Figure 1. Placement view.
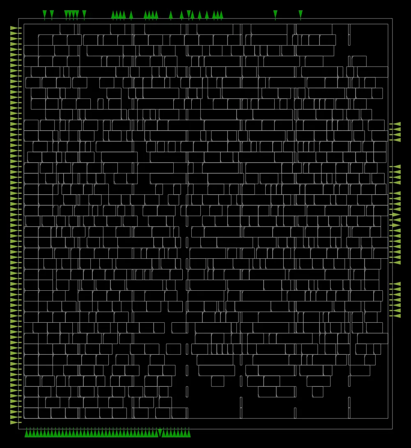
Figure 2. Met3 routing.
The bar under the picture is 20 µm long.
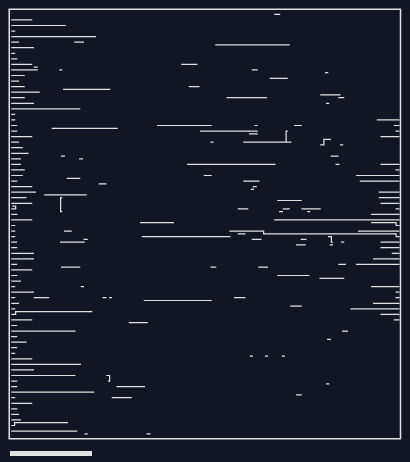
Figure 3. Nets reached from selected ports.
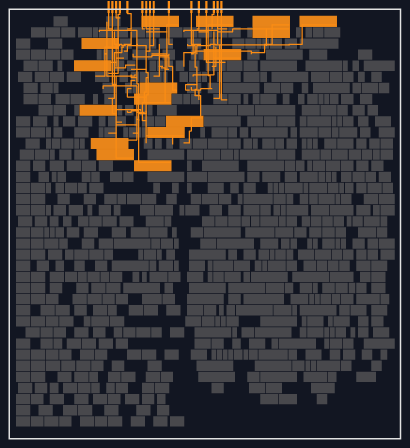
Figure 4. Placed cells, one color a class.
Fill, decap, tap and diode cells in gray.
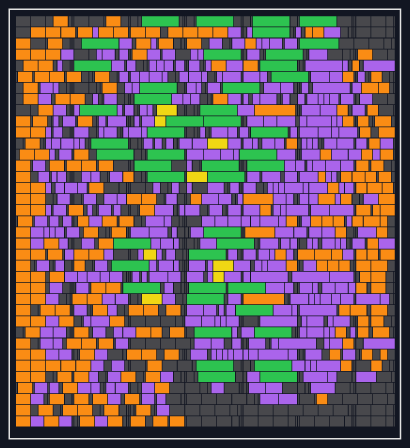
Figure 5. M2 wires.
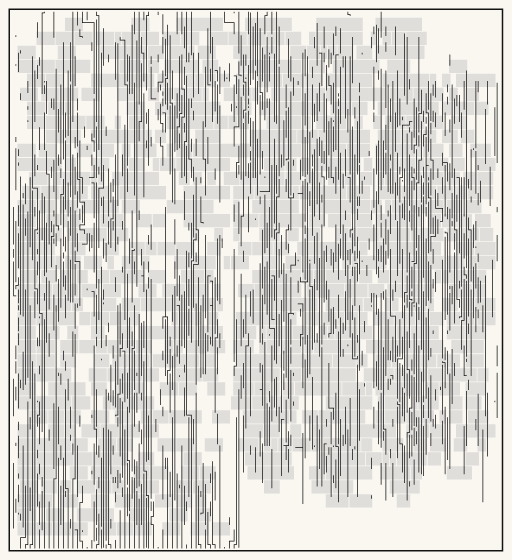
### src/rtl/conway_pkg.sv
// Shared types and default widths for the Game of Life sequencer.
// Holds the controller state encoding and the default parameter widths.
package conway_pkg;

    localparam int DEF_N_CELLS  = 64;
    localparam int DEF_PERIOD_W = 24;
    localparam int DEF_GEN_W    = 16;

    typedef enum logic [1:0] {
        S_LOAD,
        S_PAUSE,
        S_RUN,
        S_HALT
    } conway_state_t;

endpackage

### src/rtl/tick_divider.sv
// Generation-rate prescaler: pulses tick once every max(period,1) enabled cycles.
// Ports: clk, rst (async, active-low), clr (sync clear), en, period -> tick.
module tick_divider
    import conway_pkg::*;
#(
    parameter int PERIOD_W = DEF_PERIOD_W
) (
    input  logic                clk,
    input  logic                rst,
    input  logic                clr,
    input  logic                en,
    input  logic [PERIOD_W-1:0] period,
    output logic                tick
);

    logic [PERIOD_W-1:0] count;
    logic [PERIOD_W-1:0] last;

    // period 0 behaves as 1; ">=" lets a shortened period wrap on the next compare
    assign last = (period == '0) ? '0 : period - PERIOD_W'(1);
    assign tick = en && (count >= last);

    always_ff @(posedge clk or negedge rst) begin
        if (!rst) begin
            count <= '0;
        end else if (clr || tick) begin
            count <= '0;
        end else if (en) begin
            count <= count + PERIOD_W'(1);
        end
    end

endmodule

### src/rtl/conway_controller.sv
// Sequencer for the cell array: load, free-run or single-step, count and halt.
// Ports: clk, rst (async, active-low), run, step, load, period, board_q, board_d
//        -> cells_load, cells_ena, generation, stable, halted (all registered).
module conway_controller
    import conway_pkg::*;
#(
    parameter int N_CELLS   = DEF_N_CELLS,
    parameter int PERIOD_W  = DEF_PERIOD_W,
    parameter int GEN_W     = DEF_GEN_W,
    parameter int AUTO_HALT = 1
) (
    input  logic                clk,
    input  logic                rst,
    input  logic                run,
    input  logic                step,
    input  logic                load,
    input  logic [PERIOD_W-1:0] period,
    input  logic [N_CELLS-1:0]  board_q,
    input  logic [N_CELLS-1:0]  board_d,
    output logic                cells_load,
    output logic                cells_ena,
    output logic [GEN_W-1:0]    generation,
    output logic                stable,
    output logic                halted
);

    conway_state_t state;

    logic same;
    logic stop;
    logic div_en;
    logic div_clr;
    logic tick;

    assign same = (board_d == board_q);

    // the advance happening this cycle leaves the board unchanged
    assign stop = cells_ena && same && (AUTO_HALT != 0);

    // prescaler only runs while free-running; anything else parks it at 0
    assign div_en  = (state == S_RUN) && run;
    assign div_clr = load || !div_en;

    tick_divider #(
        .PERIOD_W (PERIOD_W)
    ) u_div (
        .clk    (clk),
        .rst    (rst),
        .clr    (div_clr),
        .en     (div_en),
        .period (period),
        .tick   (tick)
    );

    always_ff @(posedge clk or negedge rst) begin
        if (!rst) begin
            state      <= S_LOAD;
            cells_load <= 1'b1;
            cells_ena  <= 1'b0;
            generation <= '0;
            stable     <= 1'b0;
            halted     <= 1'b0;
        end else begin
            cells_load <= 1'b0;
            cells_ena  <= 1'b0;

            if (cells_ena) begin
                if (generation != '1) begin
                    generation <= generation + GEN_W'(1);
                end
                stable <= same;
            end

            if (load) begin
                state      <= S_LOAD;
                cells_load <= 1'b1;
                generation <= '0;
                stable     <= 1'b0;
                halted     <= 1'b0;
            end else if (stop) begin
                state  <= S_HALT;
                halted <= 1'b1;
            end else begin
                unique case (state)
                    S_LOAD: begin
                        state <= run ? S_RUN : S_PAUSE;
                    end
                    S_PAUSE: begin
                        if (run) begin
                            state <= S_RUN;
                        end else begin
                            cells_ena <= step;
                        end
                    end
                    S_RUN: begin
                        if (!run) begin
                            state <= S_PAUSE;
                        end else begin
                            cells_ena <= tick;
                        end
                    end
                    S_HALT: begin
                        halted <= 1'b1;
                    end
                endcase
            end
        end
    end

endmodule

### config.mk
export PLATFORM = sky130hd
export DESIGN_NAME = conway_controller
export DESIGN_NICKNAME = d
export VERILOG_FILES = /design/src/rtl/conway_pkg.sv /design/src/rtl/tick_divider.sv /design/src/rtl/conway_controller.sv
export SDC_FILE = /design/constraint.sdc
export NUM_CORES = 1
export LEC_CHECK = 0
export CAP_MARGIN = 30
export CORE_ASPECT_RATIO = 1.1
export CORE_UTILIZATION = 44
export DETAILED_ROUTE_END_ITERATION = 8
export PLACE_DENSITY = 0.82
export SYNTH_ARGS = -nofsm -noshare
export SYNTH_HDL_FRONTEND = slang
export SYNTH_SLANG_ARGS = --single-unit
### constraint.sdc
create_clock -name clk -period 2.5 [get_ports clk]
set_input_delay 0.5 -clock clk [delete_from_list [all_inputs] [get_ports clk]]
set_output_delay 0.5 -clock clk [all_outputs]
set_load 0.02 [all_outputs]
==> Slide: Implementation Results <==
Synthesis and Place & Route Summary

Outcome
  – Outcome: finished with violations
  – Failing checks: setup timing

Floorplanning
  – Core area: a little over 9000 µm²
  – Fp util: 0.452
  – Die boundary width: ~95 µm
  – Chip area: around 10000 µm²
  – Die Span Y: roughly 100 µm

Power and ir drop
  – PwrDens: 302 nW/µm²
  – Pwr Total: roughly 2.1 mW
  – Static Leak: between 2 and 3 nW

Routing
  – Routed Antenna Nets: 0
  – DR WL/cell: around 18 µm
  – Iteration-0 DRC Markers: 226
  – Met1 WL: ~5300 µm
  – WL met3: about 850 µm
  – Met2 WL: between 8000 and 9000 µm
  – Uppermost layer routed: met5
  – Via-per-instance ratio: 5.52
  – Residual DRC: 0

Yosys
  – EDFF count, synth: 0
  – Post-synthesis async set-or-reset flop share: 1.00
  – Post-synthesis net count: roughly 670
  – Average size of a mapped cell: approximately 9 µm²
  – Main flop type: dfrtp_1
  – Post-Synth Simple-Gate Area: 0.287
  – Yosys adder share: 0.0948
  – Distinct lib cells: 54
  – XOR/XNOR Fraction of Synth Area: 0.214
  – Yosys warnings: 0
  – Gate Count Post-Synth: between 400 and 500
  – Cell count listed in synth_stat.txt: 481
  – Main logic family: simple AND/OR/NAND/NOR gates
  – Yosys aoi share: 0.0945

Final timing
  – Slew headroom: 0.618
  – Setup violations, final: 25
  – Slew Limit Fails: 0
  – Fin crit share: 1.41
  – Setup ws final: -1.03 ns
  – Least-Margin Pin Slew: 0.573 ns
  – Minimum clock period: about 3.5 ns
  – Final setup TNS: -24.97 ns

Worst setup path
  – R2R Setup Slk: around 0.16 ns
  – Max stage delay cell, worst path: or4_4
  – Crit path max-delay family: simple AND/OR/NAND/NOR gates
  – Critical Path End Type: register
  – R2r startpoint: u_div.count[4]
  – RR Endpoint: u_div.count[6]
  – Kind of critical path: input pin to register
  – Crit-path max FO: 6
  – Arrival time worst endpoint: 3.78 ns
  – R2R depth: 8
  – Levels on crit path: 14
  – CP Cell Sequence: clkdlybuf4s50_1, nor3_4, nand4b_1, or3_4, buf_6, nand2_4, ha_4, a211oi_2, nand3_1, o2111ai_2, o21ai_2, or4_4, buf_12, nor2_4
  – Crit path required time: between 2 and 3 ns

Global route
  – Number of global-route vias before repair: just under 5,000
  – GR Util met1: 0.286
  – Global Route Usage Sum: 0.306

Clock tree
  – Post-CTS Resized: ~120
  – Clk sinks: about 46
  – Post-CTS Setup Inserts: 11
  – CTS tree: built
  – Clk slew on worst S/H paths: 0.10 ns
  – Post-CTS Hold Buffers: 0
  – Htree depth: 2
  – Latency at later pin: 0.31 ns
  – Clock tree buffer depth: 2

Layout
  – Share of layout cells above drive strength 1: 0.220
  – Fin cells: 836
  – Number of diodes: 0
  – Layout area overhead: 66.5%
  – Most frequent logic cell in the layout: clkdlybuf4s50_1
  – Top Layout Cells: clkdlybuf4s50_1 (154), xor2_1 (72), buf_4 (54)
  – Final Net Count: 907
  – Fillers: about 650

Min path
  – Worst min path class: input pin to async pin

Placement
  – Inst Count DP: 815
  – Gpl congestion: between 0.9 and 1

Run
  – Total of max-cap violations: 0
  – Tool warnings: 33
About Figure 1:
Final Core Density: 0.752
# Taps: 117
Seq cells: 46
Std-Cell Rows: 37

About Figure 2:
share of all routed wire	5.6%
nets with wire on the layer	149
main direction	horizontal

About Figure 3:
port	color	bits	direction	end cells	buffers	wire
generation	orange	16	output	16	16	742 µm
IO buf count: 176
IO Pins: 177

About Figure 4:
class	color	cells
all other logic	purple	426
flip-flops	green	46
other buffers and delay cells	orange	239
clock drivers and dummy loads	yellow	8

About Figure 5:
wire length on this layer	8,300 µm
share of all routed wire	54%
main direction	vertical
longest straight run	47.6 µm
nets with wire on the layer	804
vias post-DR: 4,617
drt total wl: 15,300 µm
GR Util met2: 0.593

## final cells by class
| cell class | instances | area [µm²] | share of cell area |
|---|---|---|---|
| multi-input combinational | 404 | 3270 | 0.465 |
| tap | 117 | 146 | 0.0208 |
| sequential | 46 | 1150 | 0.164 |
| clock buffer | 5 | 68.8 | 0.00978 |
| clock inverter | 3 | 23.8 | 0.00338 |
| timing repair buffer | 239 | 2290 | 0.326 |
| inverter | 22 | 82.6 | 0.0117 |
## stage by stage
| stage | setup WS (ns) | cell area (µm²) | hold slack [ns] |
|---|---|---|---|
| finish | -1.03 | 7030 | 0.252 |
| global route | -1.09 | 7030 | 0.286 |
| CTS | -1.00 | 6990 | 0.276 |
| detailed placement | -1.65 | 6520 | 0.544 |
| global placement | -1.49 | 6520 | 0.543 |
| floorplan | -0.891 | 4300 | 0.204 |
## cell usage after synthesis (7+ instances only)
| cell | n | area (µm²) |
|---|---|---|
| nand4_1 | 16 | 100 |
| nand3_1 | 16 | 80.1 |
| nand2_1 | 55 | 206 |
| xor2_1 | 72 | 631 |
| xnor2_1 | 31 | 272 |
| nor2_4 | 18 | 203 |
| nor3_1 | 8 | 40.0 |
| nor2_1 | 33 | 124 |
| o21ai_0 | 7 | 35.0 |
| inv_1 | 22 | 82.6 |
| a21oi_1 | 15 | 75.1 |
| and4_1 | 8 | 70.1 |
| dfrtp_1 | 45 | 1130 |
| nor4_1 | 20 | 125 |
| and3_1 | 10 | 62.6 |
| ha_1 | 32 | 400 |
## report_power, final
part           switching, mW  internal [mW]  leakage [nW]
Sequential            0.0190          0.763         0.638
Combinational          0.377          0.482          2.28
Clock                  0.282          0.200        0.0408
## sequential cells by signal, indices dropped and copies added, names as in the netlist
signal and count:
cells_ena 1, cells_load 1, generation 16, halted 1, stable 1, state 2, u_div.count 24
Power and IR drop assume default switching activity.
